[config.mk]
export PLATFORM = sky130hd
export DESIGN_NAME = signed_result_decoder
export DESIGN_NICKNAME = d
export VERILOG_FILES = /design/src/rtl/signed_result_decoder.sv
export SDC_FILE = /design/constraint.sdc
export NUM_CORES = 1
export LEC_CHECK = 0
export ABC_AREA = 1
export ABC_CLOCK_PERIOD_IN_PS = 1400
export CAP_MARGIN = 10
export CELL_PAD_IN_SITES_DETAIL_PLACEMENT = 1
export CELL_PAD_IN_SITES_GLOBAL_PLACEMENT = 1
export CORE_MARGIN = 4
export CORE_UTILIZATION = 41
export DETAILED_ROUTE_END_ITERATION = 7
export PLACE_DENSITY = 0.9
export SLEW_MARGIN = 20
export SYNTH_ARGS = -nofsm -noshare
export SYNTH_HDL_FRONTEND = slang
export SYNTH_HIERARCHICAL = 1
export SYNTH_SLANG_ARGS = --single-unit
[constraint.sdc]
create_clock -name Clk -period 1.4 [get_ports Clk]
set_input_delay 0.21 -clock Clk [delete_from_list [all_inputs] [get_ports Clk]]
set_output_delay 0.21 -clock Clk [all_outputs]
set_load 0.05 [all_outputs]
[src/rtl/signed_result_decoder.sv]
// signed_result_decoder
//   Turns an 8-bit arithmetic result into sign-magnitude and three BCD digits
//   for the calculator display. Signed results in two's complement are
//   negated back to a magnitude. Double-dabble (shift-add-3) then runs one
//   bit per clock.
//
//   Ports:
//     Clk, Rst      rising-edge clock, async active-high reset
//     Start         request a conversion (only sampled while idle)
//     Signed_Mode   1: Result is two's complement, 0: unsigned 0..255
//     Result        value to decode (captured on the accepting edge)
//     Sign          1 = negative (never set in unsigned mode)
//     Hundreds/Tens/Ones  BCD digits of the magnitude
//     Busy          conversion in progress (9 cycles)
//     Done          one-cycle pulse when the outputs update

// One BCD digit of the dabble correction: a digit of 5 or more gets +3
// before the shift, so it carries correctly into the next digit.
module signed_result_decoder_adj (
    input  logic [3:0] digit_in,
    output logic [3:0] digit_out
);
    assign digit_out = (digit_in >= 4'd5) ? digit_in + 4'd3 : digit_in;
endmodule

module signed_result_decoder #(
    parameter int WIDTH = 8
) (
    input  logic             Clk,
    input  logic             Rst,
    input  logic             Start,
    input  logic             Signed_Mode,
    input  logic [WIDTH-1:0] Result,
    output logic             Sign,
    output logic [3:0]       Hundreds,
    output logic [3:0]       Tens,
    output logic [3:0]       Ones,
    output logic             Busy,
    output logic             Done
);
    localparam int DIGITS = 3;
    localparam int CNT_W  = $clog2(WIDTH);

    typedef enum logic [1:0] {IDLE, CONV, FINISH} state_t;

    state_t                      state_q, state_d;
    logic [WIDTH-1:0]            mag_q;
    logic [DIGITS-1:0][3:0]      scratch_q;
    logic [DIGITS-1:0][3:0]      adj;
    logic [CNT_W-1:0]            cnt_q;
    logic                        sign_pend_q;
    logic                        neg_in;
    logic [WIDTH-1:0]            mag_in;
    logic [4*DIGITS+WIDTH-1:0]   shifted;

    // Negating 0x80 wraps back to 0x80. Read as unsigned, that is 128, so
    // the most negative value needs no special case.
    assign neg_in = Signed_Mode & Result[WIDTH-1];
    assign mag_in = neg_in ? (~Result + WIDTH'(1)) : Result;

    genvar g;
    generate
        for (g = 0; g < DIGITS; g++) begin : g_dig
            signed_result_decoder_adj u_adj (
                .digit_in  (scratch_q[g]),
                .digit_out (adj[g])
            );
        end
    endgenerate

    assign shifted = {adj, mag_q} << 1;
    assign Busy    = (state_q != IDLE);

    always_comb begin
        state_d = state_q;
        case (state_q)
            IDLE:    if (Start) state_d = CONV;
            CONV:    if (cnt_q == CNT_W'(WIDTH - 1)) state_d = FINISH;
            FINISH:  state_d = IDLE;
            default: state_d = IDLE;
        endcase
    end

    always_ff @(posedge Clk or posedge Rst) begin
        if (Rst) begin
            state_q     <= IDLE;
            mag_q       <= '0;
            scratch_q   <= '0;
            cnt_q       <= '0;
            sign_pend_q <= 1'b0;
            Sign        <= 1'b0;
            Hundreds    <= 4'd0;
            Tens        <= 4'd0;
            Ones        <= 4'd0;
            Done        <= 1'b0;
        end else begin
            state_q <= state_d;
            Done    <= 1'b0;
            case (state_q)
                IDLE: begin
                    scratch_q <= '0;
                    cnt_q     <= '0;
                    if (Start) begin
                        mag_q       <= mag_in;
                        sign_pend_q <= neg_in;
                    end
                end
                CONV: begin
                    {scratch_q, mag_q} <= shifted;
                    cnt_q              <= cnt_q + CNT_W'(1);
                end
                FINISH: begin
                    // The displayed digits change only here, so partial
                    // scratch values never reach the outputs.
                    Sign     <= sign_pend_q;
                    Hundreds <= scratch_q[2];
                    Tens     <= scratch_q[1];
                    Ones     <= scratch_q[0];
                    Done     <= 1'b1;
                end
                default: ;
            endcase
        end
    end
endmodule

Run 1, routed metal, one colour a layer:
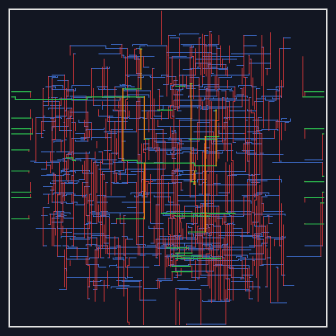
colour	layer	wire length
red	metal 2	3180 microns
orange	metal 4	121 microns
blue	metal 1	2150 microns
green	metal 3	239 microns
Tot GR Track Use: 18.5%
total number of vias: 1916
wire length per cell: 15.2 microns
wirelength, routed: 5690 microns

Run 1, I/O nets highlighted:
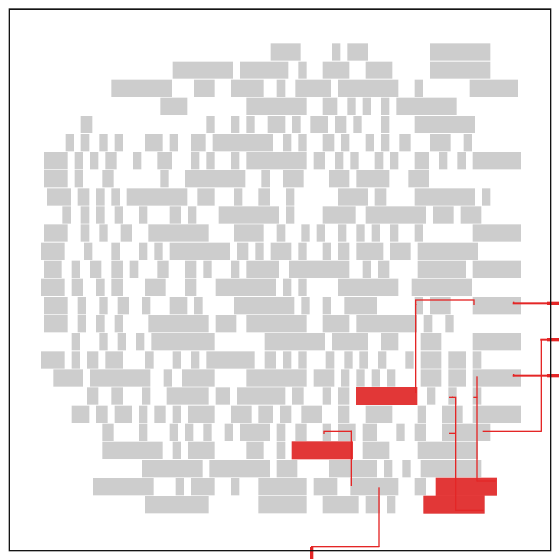
colour	port	bits	direction	end cells	buffers	wire
red	Tens	4	output	4	4	130 microns
IO buf count: 26
IO Count: 27

==> flow_metrics.tcl, run 1 <==
# collected from the flow reports
set metrics [dict create \
    critPathLaunch "scratch_q[9]" \
    dp_hpwl_microns 4030 \
    post_synth_inst_count 262 \
    cp_top_family "simple AND/OR/NAND/NOR gates" \
    grt-ovfl-total 0 \
    timing.hold.ws_ns 0.300 \
    cp_slowest_cell "dfrtp_1" \
    setup_viol 2 \
    num_antenna_cells 0 \
    cp_cell_sequence "inv_1 > ha_1 > nand2_1 > nand2_2 > nor2_4 > nand2_1 > o21ai_2 > nand2_1 > o21ai_0" \
    area_growth_syn_to_layout_pct 32.1 \
    initial_core_util_pct 42.6 \
    top_usage_layer "met2" \
    place_inst 363 \
    syn_area_sq_mm 0.00219 \
    hold_viol 0 \
    setup_slack_ns -0.0495 \
    chip_area_sq_mm 0.00658 \
    warning_count 29 \
    routed_via_density 5.11 \
    nets 325 \
    seq_share_pct 34.7 \
    largest_cell_class "combinational gates" \
    grt_pass1_wl_microns 9270 \
    violations "setup timing" \
    placed_area_sq_mm 0.00274 \
    status "complete, but fails checks" \
    die_w_microns 81.1 \
    seqPwrFrac_pct 33.0 \
    synth_nets 283 \
    fin_skew_ns 0.00483 \
    cts_tree "built" \
    reg2reg_from "scratch_q[9]" \
    post_cts_buffers 1 \
    powerSeq_mw 1.93 \
    grt_max_degree 41 \
    gp_congestion 0.782 \
    drc_errors 0 \
    grt_use_met3_pct 4.21 \
    signal_buffers 39 \
    rows 26 \
    drt_iter0_drc 88 \
    crit_end "scratch_q[10]" \
    firstDrtPassIters 4 \
    routed.top_layer "met4" \
    setup.worst_path.class "flip-flop to flip-flop" \
    vdd_drop_max_uv 776 \
    ant_nets 0 \
    grt_use_met2_pct 36.0 \
    max_freq_ghz 0.690 \
    drv_slew 0 \
    mi_logic_area_sq_mm 0.00102 \
    cp_max_fo 3 \
    clockRootBuffer "clkbuf_8" \
    largest_reg_flops 12 \
    pg_comb_mw 3.10 \
    core_sq_mm 0.00514 \
]
Run 1, clock wiring as the flow saved it:
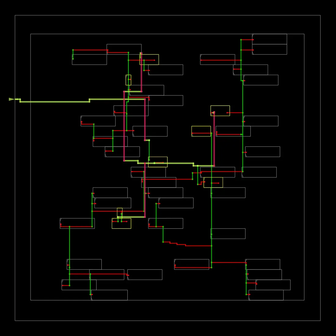
clk sinks: 40
Seq cells: 40
Clk power: 806 uW
clk latency late pin: 0.30 ns
Inserted Clock Buffers: 5

Run 1, selected gate families:
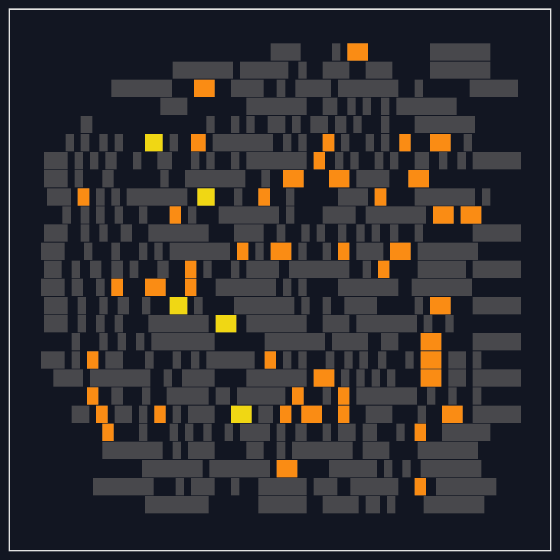

==> run 1 -> run 2 <==
- GPL_ROUTABILITY_DRIVEN: default -> 0
- PLACE_DENSITY: 0.9 -> 0.91
- REMOVE_ABC_BUFFERS: default -> 1
- SYNTH_HIERARCHICAL: 1 -> default
Run 2, selected gate families:
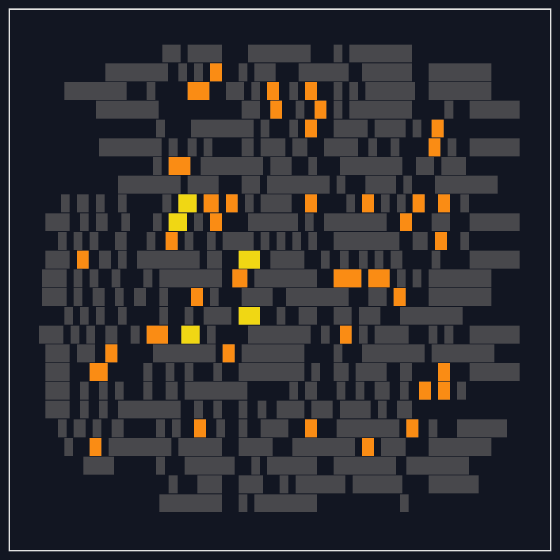
colour	family	cells	most used
orange	inverting AOI/OAI gates	39	o21ai_0
yellow	AND-OR and OR-AND gates	5	o21a_1
non-filler cells, final: 352
Comb/total area: 33.0%
Top cell excl fill/tap: nand2_1

==> run 2 against run 1 <==
  * The run now ends clean
  * Synthesized cell count is 6.9% lower
  * Sequential share of layout area is 2.3 points higher
  * Sequential power is 5% higher
  * Clock-buffer cell count stayed put
  * Combinational power is 1% higher
  * Critical path depth is 1 lower
  * Largest cell class is now registers
  * Worst hold slack worse by 0.010 ns
==> flow_metrics.tcl, run 2 <==
# collected from the flow reports
set metrics [dict create \
    status "finished clean" \
    cp_max_fo 4 \
    drt_iter0_drc 74 \
    chip_area_sq_mm 0.00615 \
    top_regs "scratch_q: 12 flops, mag_q: 8 flops" \
    vdd_drop_max_uv 779 \
    warning_count 28 \
    grt_pass1_wl_microns 8670 \
    powerSeq_mw 2.02 \
    largest_reg_flops 12 \
    drv_slew 0 \
    firstDrtPassIters 4 \
    place.port_buffers 26 \
    pg_clk_uw 798 \
    largest_cell_class "registers" \
    grt_use_met3_pct 3.56 \
    routed.top_layer "met4" \
    clockRootBuffer "clkbuf_8" \
    max_freq_ghz 0.746 \
    setup_slack_ns 0.0603 \
    wirelength_microns 5160 \
    aoi_share_pct 12.3 \
    m1WireLength_microns 2140 \
    area_growth_syn_to_layout_pct 33.7 \
    reg2reg_depth 8 \
    cts_made_buffers 5 \
    grt-ovfl-total 0 \
    vias 1763 \
    cp_slowest_cell "dfrtp_1" \
    post_cts_buffers 2 \
    seq_share_pct 36.9 \
    pin_count 27 \
    drc_errors 0 \
    reg2reg_from "scratch_q[1]" \
    cts_tree "built" \
    seqPwrFrac_pct 33.9 \
    top_usage_layer "met2" \
    rows 25 \
    wl_per_cell_microns 14.7 \
    ant_nets 0 \
    grt_use_met2_pct 34.3 \
    cp_cell_sequence "inv_1 > ha_1 > inv_1 > nand2_2 > nand3_2 > nand2_1 > nand2_1 > o21ai_2" \
    timing.hold.ws_ns 0.289 \
    ff_type "dfrtp_1" \
    core_sq_mm 0.00475 \
    mi_logic_area_sq_um 896 \
    num_antenna_cells 0 \
    critPathLaunch "scratch_q[1]" \
    placed_area_sq_mm 0.00253 \
    nets 305 \
    clock_sinks 40 \
    grt.total_usage_pct 18.2 \
    place_inst 337 \
    setup.worst_path.class "flip-flop to flip-flop" \
    post_synth_inst_count 244 \
    crit_end "scratch_q[2]" \
    routed_via_density 5.01 \
    syn_area_sq_mm 0.00203 \
    grt_max_degree 41 \
    clk_latency_ns 0.29 \
    fin_skew_ns 0.00352 \
    cp_top_family "flip-flops" \
    flops 40 \
    start_kind "flip-flop" \
]
Run 2, I/O nets highlighted:
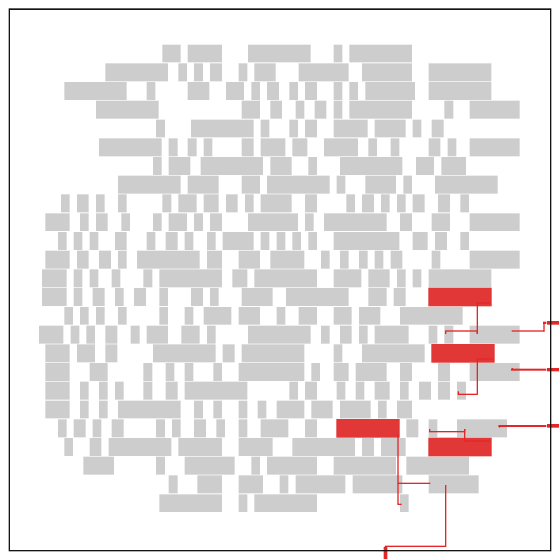
colour	port	bits	direction	end cells	buffers	wire
red	Tens	4	output	4	4	84.0 microns

No activity file was given, so power comes from the tool's default toggle rates.
